## config.mk

```make
export PLATFORM = sky130hd
export DESIGN_NAME = force_override_stage
export DESIGN_NICKNAME = d
export VERILOG_FILES = /design/src/rtl/force_override_stage.sv
export SDC_FILE = /design/constraint.sdc
export NUM_CORES = 1
export LEC_CHECK = 0
export CAP_MARGIN = 5
export CORE_UTILIZATION = 55
export CTS_CLUSTER_SIZE = 28
export DETAILED_ROUTE_END_ITERATION = 8
export GPL_TIMING_DRIVEN = 0
export PLACE_DENSITY = 0.85
export REMOVE_ABC_BUFFERS = 1
export SETUP_SLACK_MARGIN = 0.3
export SYNTH_ARGS = -nofsm -noshare
export SYNTH_HDL_FRONTEND = slang
export SYNTH_SLANG_ARGS = --single-unit
```

## constraint.sdc

```tcl
create_clock -name clk -period 3.7 [get_ports clk]
set_input_delay 0.74 -clock clk [delete_from_list [all_inputs] [get_ports clk]]
set_output_delay 0.74 -clock clk [all_outputs]
set_load 0.03 [all_outputs]
```

## src/rtl/force_override_stage.sv

```systemverilog
// Registered override stage: passes a baseline value through one register and lets
// commands force a fixed value onto it or release it back to the baseline after a delay.
module force_override_stage #(
    parameter int WIDTH = 8,
    parameter int DLY_W = 8,
    parameter int CNT_W = 16
) (
    input  logic             clk,
    input  logic             rst_n,
    input  logic [WIDTH-1:0] base_i,
    input  logic             cmd_valid_i,
    output logic             cmd_ready_o,
    input  logic             cmd_op_i,
    input  logic [WIDTH-1:0] cmd_value_i,
    input  logic [DLY_W-1:0] cmd_delay_i,
    output logic [WIDTH-1:0] data_o,
    output logic             forced_o,
    output logic             done_o,
    output logic             err_o,
    output logic [CNT_W-1:0] forced_cycles_o
);

    typedef enum logic [1:0] {
        ST_IDLE   = 2'd0,
        ST_WAIT   = 2'd1,
        ST_FORCED = 2'd2,
        ST_RWAIT  = 2'd3
    } state_t;

    localparam logic [DLY_W-1:0] DLY_ONE = DLY_W'(1);
    localparam logic [CNT_W-1:0] CNT_ONE = CNT_W'(1);
    localparam logic [CNT_W-1:0] CNT_MAX = {CNT_W{1'b1}};

    state_t           state_r, state_s;
    logic [DLY_W-1:0] cnt_r, cnt_s;
    logic [WIDTH-1:0] val_r, val_s;
    logic [WIDTH-1:0] data_r, data_s;
    logic             forced_r, forced_s;
    logic             done_r, done_s;
    logic             err_r, err_s;
    logic [CNT_W-1:0] fcnt_r, fcnt_s;
    logic             ready_s;
    logic             accept_s;
    logic             dly_zero_s;

    // Handshake: commands only accepted in the two stable states and never in reset.
    always_comb begin
        ready_s    = rst_n && ((state_r == ST_IDLE) || (state_r == ST_FORCED));
        accept_s   = cmd_valid_i && ready_s;
        dly_zero_s = (cmd_delay_i == {DLY_W{1'b0}});
    end

    // Next-state and output-value logic for the override sequence.
    always_comb begin
        state_s  = state_r;
        cnt_s    = cnt_r;
        val_s    = val_r;
        data_s   = data_r;
        forced_s = forced_r;
        done_s   = 1'b0;
        err_s    = err_r;
        case (state_r)
            ST_IDLE: begin
                data_s = base_i;
                if (accept_s && cmd_op_i) begin
                    val_s = cmd_value_i;
                    if (dly_zero_s) begin
                        data_s   = cmd_value_i;
                        forced_s = 1'b1;
                        done_s   = 1'b1;
                        state_s  = ST_FORCED;
                    end else begin
                        cnt_s   = cmd_delay_i - DLY_ONE;
                        state_s = ST_WAIT;
                    end
                end else if (accept_s) begin
                    // Releasing something that is not forced is a protocol error.
                    err_s = 1'b1;
                end else begin
                    err_s = err_r;
                end
            end
            ST_WAIT: begin
                // A pending re-force keeps the old forced value; a first force still tracks base.
                if (forced_r) begin
                    data_s = data_r;
                end else begin
                    data_s = base_i;
                end
                if (cnt_r == {DLY_W{1'b0}}) begin
                    data_s   = val_r;
                    forced_s = 1'b1;
                    done_s   = 1'b1;
                    state_s  = ST_FORCED;
                end else begin
                    cnt_s = cnt_r - DLY_ONE;
                end
            end
            ST_FORCED: begin
                if (accept_s && cmd_op_i) begin
                    val_s = cmd_value_i;
                    if (dly_zero_s) begin
                        data_s = cmd_value_i;
                        done_s = 1'b1;
                    end else begin
                        cnt_s   = cmd_delay_i - DLY_ONE;
                        state_s = ST_WAIT;
                    end
                end else if (accept_s) begin
                    if (dly_zero_s) begin
                        data_s   = base_i;
                        forced_s = 1'b0;
                        done_s   = 1'b1;
                        state_s  = ST_IDLE;
                    end else begin
                        cnt_s   = cmd_delay_i - DLY_ONE;
                        state_s = ST_RWAIT;
                    end
                end else begin
                    data_s = data_r;
                end
            end
            ST_RWAIT: begin
                if (cnt_r == {DLY_W{1'b0}}) begin
                    data_s   = base_i;
                    forced_s = 1'b0;
                    done_s   = 1'b1;
                    state_s  = ST_IDLE;
                end else begin
                    cnt_s = cnt_r - DLY_ONE;
                end
            end
            default: begin
                data_s   = base_i;
                forced_s = 1'b0;
                state_s  = ST_IDLE;
            end
        endcase
    end

    // Saturating count of edges seen with the override applied.
    always_comb begin
        if (forced_r && (fcnt_r != CNT_MAX)) begin
            fcnt_s = fcnt_r + CNT_ONE;
        end else begin
            fcnt_s = fcnt_r;
        end
    end

    // State and output registers.
    always_ff @(posedge clk or negedge rst_n) begin
        if (!rst_n) begin
            state_r  <= ST_IDLE;
            cnt_r    <= {DLY_W{1'b0}};
            val_r    <= {WIDTH{1'b0}};
            data_r   <= {WIDTH{1'b0}};
            forced_r <= 1'b0;
            done_r   <= 1'b0;
            err_r    <= 1'b0;
            fcnt_r   <= {CNT_W{1'b0}};
        end else begin
            state_r  <= state_s;
            cnt_r    <= cnt_s;
            val_r    <= val_s;
            data_r   <= data_s;
            forced_r <= forced_s;
            done_r   <= done_s;
            err_r    <= err_s;
            fcnt_r   <= fcnt_s;
        end
    end

    assign cmd_ready_o     = ready_s;
    assign data_o          = data_r;
    assign forced_o        = forced_r;
    assign done_o          = done_r;
    assign err_o           = err_r;
    assign forced_cycles_o = fcnt_r;

endmodule

```

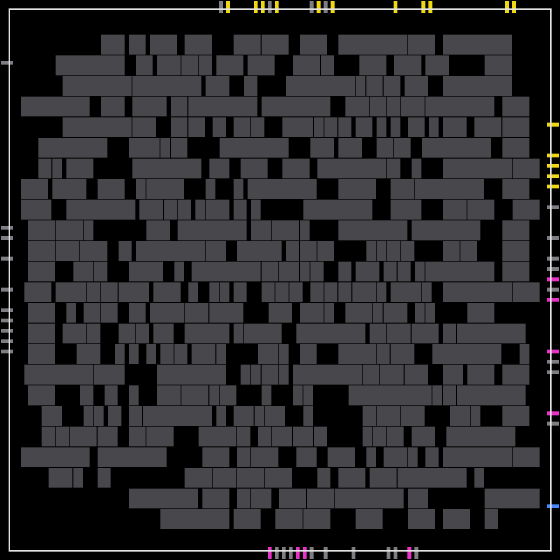
io_placement.png
Pins as bars across the die edge, other pins in grey.
- blue: `rst_n` (pins 1; direction input; edge right)
- magenta: `cmd_value_i` (pins 8; direction input; edge 4 bottom, 4 right)
- yellow: `forced_cycles_o` (pins 16; direction output; edge 11 top, 5 right)

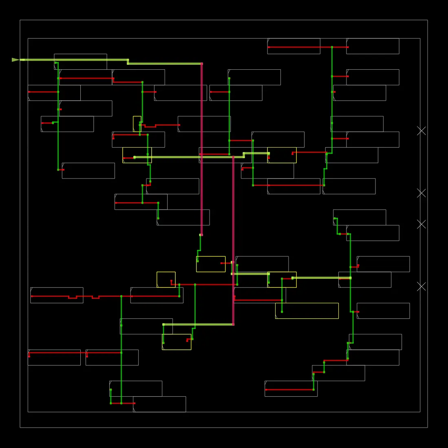
clocks.png
Clock Power: 369 uW
clk latency late pin: 0.30 ns

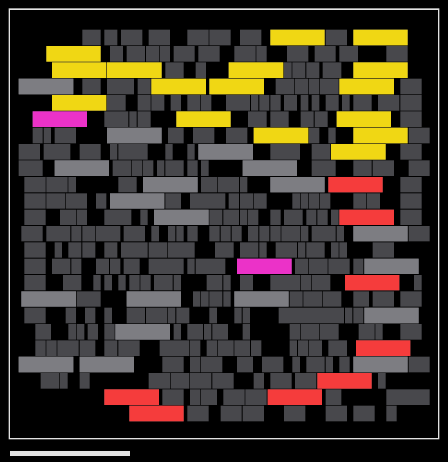
flops_by_reg.png
Bar = 20 um. Other sequential cells in the stronger grey, the rest of the logic in the fainter grey.
- yellow: `forced_cycles_o` (flops 16)
- red: `data_o` (flops 8)
- magenta: `state_r` (flops 2)
- not coloured: 19

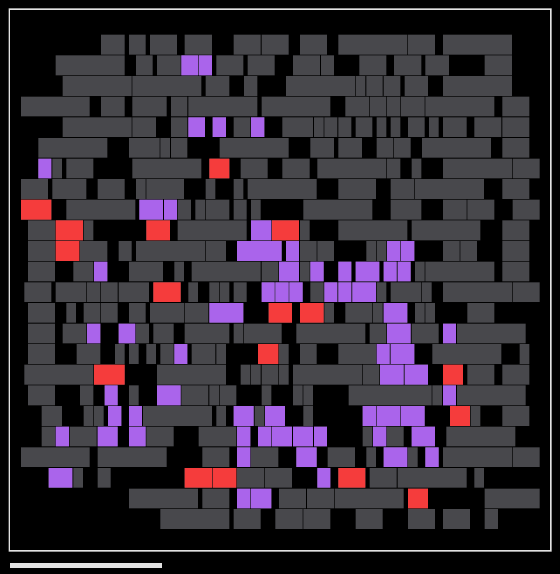
logic_types.png
Bar = 20 um.
- red: non-inverting ao/oa cells (cells 17; most used a21o_1)
- purple: aoi and oai cells (cells 65; most used a21oi_1)

==> impl_metrics.ini <==
; synthesis and place-and-route metrics
[power]
seqPwrFrac = 0.378
p_leak_uw = 0.001416
p_int_uw = 1354
finalPower_uw = 2307
p_clk_frac = 0.160
swShare = 0.4129
p_sw_uw = 952.5
vdd_drop_max_mv = 0.4062

[clock_network]
cts_sinks = 45
cts_resized = 0
cts.clk_slew.worst_paths_ns = 0.08
cts_setup_buffers = 0
htreeDepth = 2
cts_tree = yes
cts_root_buf = clkbuf_8
cts_buffers = 5

[synth]
mux_share = 0.05128
synth_cells = 282
syn_area_per_cell_sq_um = 9.344
ys_async_sr_fraction = 1.000
ff_type = dfrtp_1
edf_count = 0
synth_top_area_share = 0.4274
ys_sh_adder = 0.009497
ys_cells = 282
top_area_cell = dfrtp_1
simple_gate_area_frac = 0.2127
top_cells_by_area = dfrtp_1 (43%), nand2_1 (4.8%), a21oi_1 (3.8%)
synth_area_sq_um = 2635
ys_sh_aoi = 0.2194
ys_area_sq_um = 2635
logic_family = AND-OR/OR-AND gates

[cells_and_area]
postLayoutCellArea_sq_um = 3328
final_cells = 386
drive_gt1_frac = 0.07485
antenna_cells = 0
syn_to_final_growth_pct = 26.31

[timing]
rsz0062_at_grt = false
setup_violations = 0
setup_ws_ns = 0.6504
finClkSkew_ns = 0.003695
hold_viol_final = 0
max_freq_ghz = 0.3279
post-route-period-util = 0.8242
drv_slew = 0
fin_crit_ns = 3.050
worstMarginPinSlew_ns = 1.191
hold_slack_ns = 0.3346

[placement]
dpl_cell_area_sq_um = 3217
place_inst = 378
place_hpwl_mm = 4.471
port_buffers = 55
pre_cts_ws_ns = 0.5042

[setup_path]
end_kind = register
cpMaxStageDelayCell = dfrtp_1
startpoint = state_r[0]
reg2reg_slack_ns = 0.65
cp.arrival_ns = 3.24
critical_path.startpoint_type = register
path_depth = 5
endpoint = data_o[1]
crit_type = reg2reg
path_buffers = 1
reg2reg_depth = 5
regToRegStartpoint = state_r[0]
crit_fanout = 37
r2r_end = data_o[1]
max_stage_delay_ns = 1.14

[detailed_routing]
drcViolationCount = 4
via_count = 2396
wl_per_cell_um = 16.16
first_pass_iters = 6
viasPerCell = 6.207
ant_nets = 0
finalWirelength_mm = 6.239

[floorplanning]
rows = 24
fp.dieH_um = 71.22
die_w_um = 71.22
fp-utilization = 0.5889
fp.coreArea_sq_um = 4474
dieArea_sq_um = 5072
io_pins = 56

[grt]
grt_pass1_wl_mm = 10.51
antenna_found_initial = 0
grt_pass1_vias = 2203
grt_max_degree = 38

[flow_run]
tool_warnings = 25

[min_path]
hp-class = in2async

[run_status]
violations = DRC
outcome = finished with violations
==> cell usage after synthesis, types with 5 or more instances <==
library cell,number
mux2i_1,9
inv_1,8
nor2_1,14
dfrtp_1,45
nor3_1,11
o21ai_0,16
nand4_1,8
nor2b_1,7
and3_1,6
a21oi_1,20
a311oi_1,5
nand3_1,6
nand2_1,34
xnor2_1,11
a21o_1,5
clkbuf_1,7
==> final cells by class <==
class / instances / area, sq um
clock inverters: 2 / 38.79
inverters: 8 / 30.03
clock buffers: 6 / 72.57
fillers: 349 / 1146
flip-flops and latches: 45 / 1126
repair buffers: 56 / 565.5
multi-input cells: 217 / 1430
well taps: 52 / 65.06
==> layout by cell type (no fill, tap or decap), drive strengths merged, types with 5 or more instances in the layout <==
master / instances
a21o: 5
a21oi: 20
a311oi: 5
and3: 6
clkbuf: 6
clkdlybuf4s50: 54
dfrtp: 45
inv: 8
mux2i: 9
nand2: 34
nand3: 6
nand4: 8
nor2: 14
nor2b: 7
nor3: 12
nor4: 5
o21ai: 16
xnor2: 11
==> state kept, by name (all words and copies together), names as in the netlist <==
register and flops:
data_o 8, state_r 2, forced_o 1, val_r 8, done_o 1, err_o 1
cnt_r 8, forced_cycles_o 16
==> power groups by stage <==
| stage | sequential (uW) | clock [uW] | combinational, uW |
|---|---|---|---|
| 3_5_place_dp | 876 | 0 | 1060 |
| 2_1_floorplan | 961 | 0 | 607 |
| 3_3_place_gp | 866 | 0 | 1040 |
| 5_1_grt | 897 | 402 | 1160 |
| 6_report | 872 | 369 | 1070 |
| 4_1_cts | 866 | 378 | 1070 |
==> stage by stage <==
step | util | setup TNS [ns]
finish | 0.7438 | 0
global route | 0.7438 | 0
CTS | 0.7438 | 0
detailed placement | 0.7190 | 0
global placement | 0.7156 | -21.42
floorplan | - | 0
==> cells by family after synthesis <==
kind of cell,after synthesis
AND/OR/NAND/NOR,105
AND-OR/OR-AND,82
flip-flops,45
buffers and inverters,20
XOR/XNOR,15
multiplexers,13
adder cells (fa/ha/maj),2
==> layer usage <==
metal | share of wire | track usage | up-vias
met5 | 0 | 0 | -
met4 | 0.015 | 0.07333 | 0
met3 | 0.062 | 0.05063 | 9
met2 | 0.46 | 0.4021 | 92
met1 | 0.46 | 0.3838 | 1139
li1 | - | - | 1156
==> worst min path at each step <==
stage,startpoint,to
global route,rst_n,data_o[3]
finish,rst_n,state_r[1]
detailed placement,err_o,err_o
global placement,err_o,err_o
floorplan,rst_n,cnt_r[0]
CTS,rst_n,val_r[0]
Power figures rest on the tool's default switching activity, not on a simulated workload.
